**Floorplan with the power grid**

Pins as bars on the die edge.
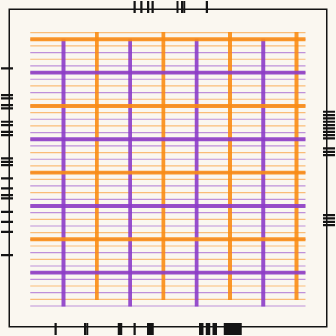
**Placement by cell class**

The bar under the picture is 50 um long.
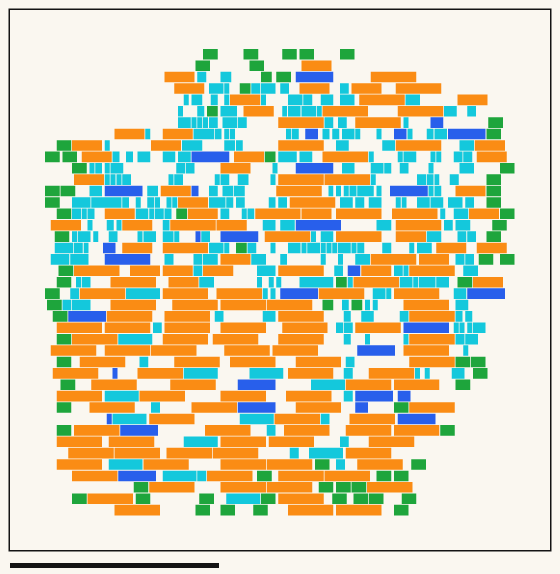
**Clock wires, drivers and flops**

The bar under the picture is 50 um long.
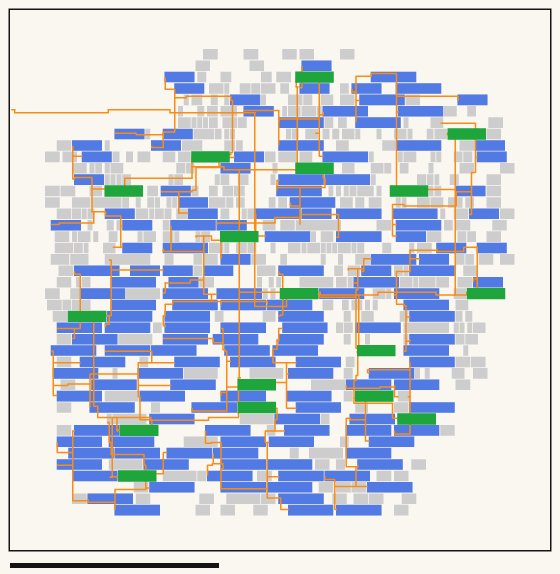
**Routed metal, one colour a layer**

Two of the layers only.
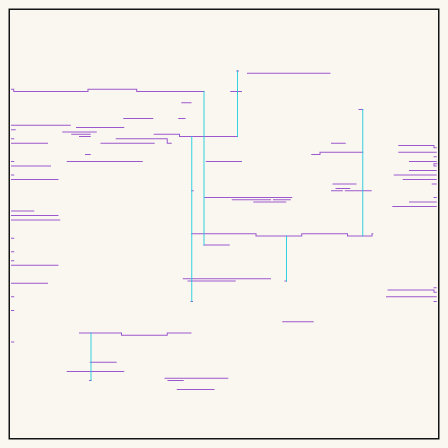
**Clock wiring as the flow saved it**

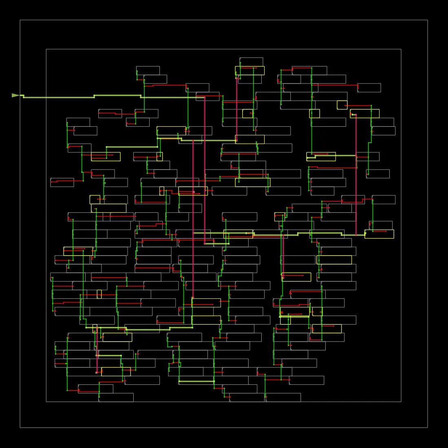
Design calc_sched, sky130hd; sources not shown.
==> results.json <==
{
  "cp-start-kind": "flip-flop",
  "power.density_nw_per_um2": 756,
  "synth_cells": 453,
  "adder_share": 0.0169,
  "met1_length_um": 5690,
  "p_leak_nw": 2.78,
  "ios": 67,
  "cp.depth": 3,
  "grt_use_met1": 0.203,
  "synth_seq_share": 0.672,
  "use_met3": 0.0559,
  "grt.busiest_layer": "met2",
  "antenna_found_initial": 0,
  "synth_area_um2": 6370,
  "overflow": 0,
  "routed_wl_um": 13000,
  "top_layer": "met4",
  "ir_drop_mv": 0.604,
  "hpwl_um": 8840,
  "track_usage": 0.166,
  "hold_depth": 1,
  "top_area_frac": 0.547,
  "path_class": "flip-flop to output pin",
  "firstDrtPassIters": 5,
  "avgSynthCellArea_um2": 14.1,
  "cts_max_level": 4,
  "seq_power_mw": 2.58,
  "n_fill_cell": 954,
  "use_met2": 0.267,
  "yosys.area_share.simple": 0.137,
  "rsz0062_at_grt": "no",
  "yosys_cells": 453,
  "lay_top_count": "edfxtp_1",
  "slowest_delay_ns": 0.73,
  "clkTransAtPathRegs_ns": 0.06,
  "fp_util": 0.509,
  "p_switching_mw": 2.03,
  "slowest_stage": "clkdlybuf4s50_1",
  "drt_iter0_markers": 315,
  "gp_congestion": 0.817,
  "dr_wl_met3_um": 775,
  "cts_root_buf": "clkbuf_16",
  "grt_max_degree": 29,
  "synth.logic.top_family": "simple AND/OR/NAND/NOR gates",
  "port_buffers": 66,
  "synth_top_cell_by_area": "edfxtp_1",
  "warning_count": 29,
  "synth-xor-area-share": 0.0440,
  "worstMarginPinSlew_ns": 0.975,
  "ys_chip_area_um2": 6370,
  "setup_tns_ns": 0,
  "largest_reg_flops": 40,
  "p_int_mw": 3.88,
  "synth-seq-cells": 156,
  "synth-warning-count": 0,
  "path_buffers": 1,
  "drc": 0,
  "wl_met2_um": 6390,
  "slew_headroom": 0.349,
  "worstPathArrival_ns": 2.48,
  "critPathMaxFanout": 5,
  "required_ns": 3.11,
  "diodes": 0,
  "layout_min_cycle_time_ns": 3.32,
  "setup_violations": 0,
  "final_max_slew_viol_count": 0,
  "via_per_inst": 5.54,
  "fmax_mhz": 301,
  "max_cap_viol_count": 0,
  "top_cells_by_area": "edfxtp_1, dfxtp_1, mux4_2, a221o_1, nor2_1",
  "antenna_left": 0,
  "cts_max_path_buffers": 2,
  "drive_gt1_frac": 0.109,
  "critical_path.cell_chain": "or3_1 -> or4_1 -> clkdlybuf4s50_1",
  "finalCritPeriodShare": 0.842,
  "grt_pass1_vias": 3966,
  "hold_buffers": 0,
  "endpoint_kind": "output pin",
  "ys_sh_aoi": 0.0548,
  "cts_resized": 0,
  "p_seq_frac": 0.437,
  "status": "finished clean",
  "cts_tree": "done",
  "switching_share": 0.344,
  "grt_pass1_wl_um": 20700,
  "p_comb_frac": 0.286,
  "post_cts_buffers": 0,
  "fin_nets": 557,
  "hold_viol": 0,
  "muxShareOfSynthArea": 0.0530,
  "cp_top_family": "simple AND/OR/NAND/NOR gates",
  "ys_types": 47,
  "comb-power_mw": 1.69,
  "design.die.area_um2": 16600,
  "hold_path_class": "flip-flop to flip-flop",
  "post-layout-total-power_mw": 5.91,
  "final_cell_mix": "edfxtp_1, clkdlybuf4s50_1, nor2_1",
  "r2r_cells": 8,
  "largestPowerGroup": "sequential cells",
  "synth_nets": 481,
  "synthToLayoutAreaGrowth_pct": 22.7,
  "ff2ff_setup_slack_ns": 1.50
}
-- 'floorplan with the power grid' (at the start) --
| net | colour |
|---|---|
| VDD | orange |
| VSS | purple |
met5 straps: 8
signal pins: 67
met1 rails: 42
met4 straps: 8
CORE AREA: 12500 um2
Die X: 129 um
Die Height: 129 um

-- 'placement by cell class' (at the start) --
| class | colour | cells | share of their area |
|---|---|---|---|
| sequential cells | orange | 156 | 56% |
| remaining buffers and delay cells | green | 75 | 9.6% |
| combinational and other logic | cyan | 279 | 26% |
| clock drivers and dummy loads | blue | 31 | 7.8% |
post-layout util: 0.624
Row Count: 41
Seq/total area: 0.548

-- 'clock wires, drivers and flops' (at the start) --
[clock wires] orange | length: 1690 um
[flip-flops] blue | count: 156
[clock drivers] green | count: 17
routed clock nets: 18
Clock Power Share: 0.278
Skew-Pair Late Insertion Delay: 0.43 ns
Clk power: 1.64 mW

-- 'routed metal, one colour a layer' (at the start) --
| layer | colour | wire length |
|---|---|---|
| metal 4 | cyan | 182 um |
| metal 3 | purple | 776 um |
detailed-route via count: 3947
drt wl/cell: 18.3 um

-- 'clock wiring as the flow saved it' (at the start) --
CLK BUF: 18
CTS Buf Count: 17
registers: 156
# clock sinks: 156

-- stage by stage --
| step | utilization | setup WS (ns) | std cells | cell area, um2 | hold WS [ns] |
|---|---|---|---|---|---|
| floorplan | - | 0.649 | 453 | 6370 | 0.398 |
| global placement | 0.577 | 1.10 | 682 | 7220 | 0.405 |
| detailed placement | 0.577 | 1.06 | 682 | 7220 | 0.414 |
| CTS | 0.624 | 0.613 | 713 | 7820 | 0.425 |
| global route | 0.624 | 0.554 | 713 | 7820 | 0.459 |
| finish | 0.624 | 0.626 | 713 | 7820 | 0.428 |
-- final cells by class --
class                           instances  area (um2)  area share
Multi-Input combinational cell        267        1950       0.250
Inverter                               12        45.0     0.00576
Timing Repair Buffer                   75         728      0.0932
Clock inverter                         13         164      0.0210
Tap cell                              172         215      0.0275
Sequential cell                       156        4280       0.548
Clock buffer                           18         429      0.0549
-- cell usage after synthesis, drive strengths merged --
| cell type | n |
|---|---|
| edfxtp | 116 |
| nor2 | 52 |
| dfxtp | 40 |
| and3 | 27 |
| nand2 | 24 |
| xor2 | 22 |
| a221o | 20 |
| nor2b | 17 |
| nand3 | 15 |
| mux4 | 14 |
| inv | 11 |
| buf | 10 |
| xnor2 | 10 |
| a21oi | 8 |
| clkbuf | 8 |
| nand2b | 8 |
| ha | 7 |
| nand4 | 5 |
| nor3 | 5 |
| o21ai | 5 |
| and4 | 3 |
| or3 | 3 |
| a211oi | 2 |
| and2 | 2 |
| mux2 | 2 |
| nand3b | 2 |
| or2 | 2 |
| a2111oi | 1 |
| a21o | 1 |
| a221oi | 1 |
| a22oi | 1 |
| a32o | 1 |
| and2b | 1 |
| clkinv | 1 |
| fa | 1 |
| nand4b | 1 |
| o21bai | 1 |
| o22ai | 1 |
| o32ai | 1 |
| or4 | 1 |
Power figures rest on the tool's default switching activity, not on a simulated workload.
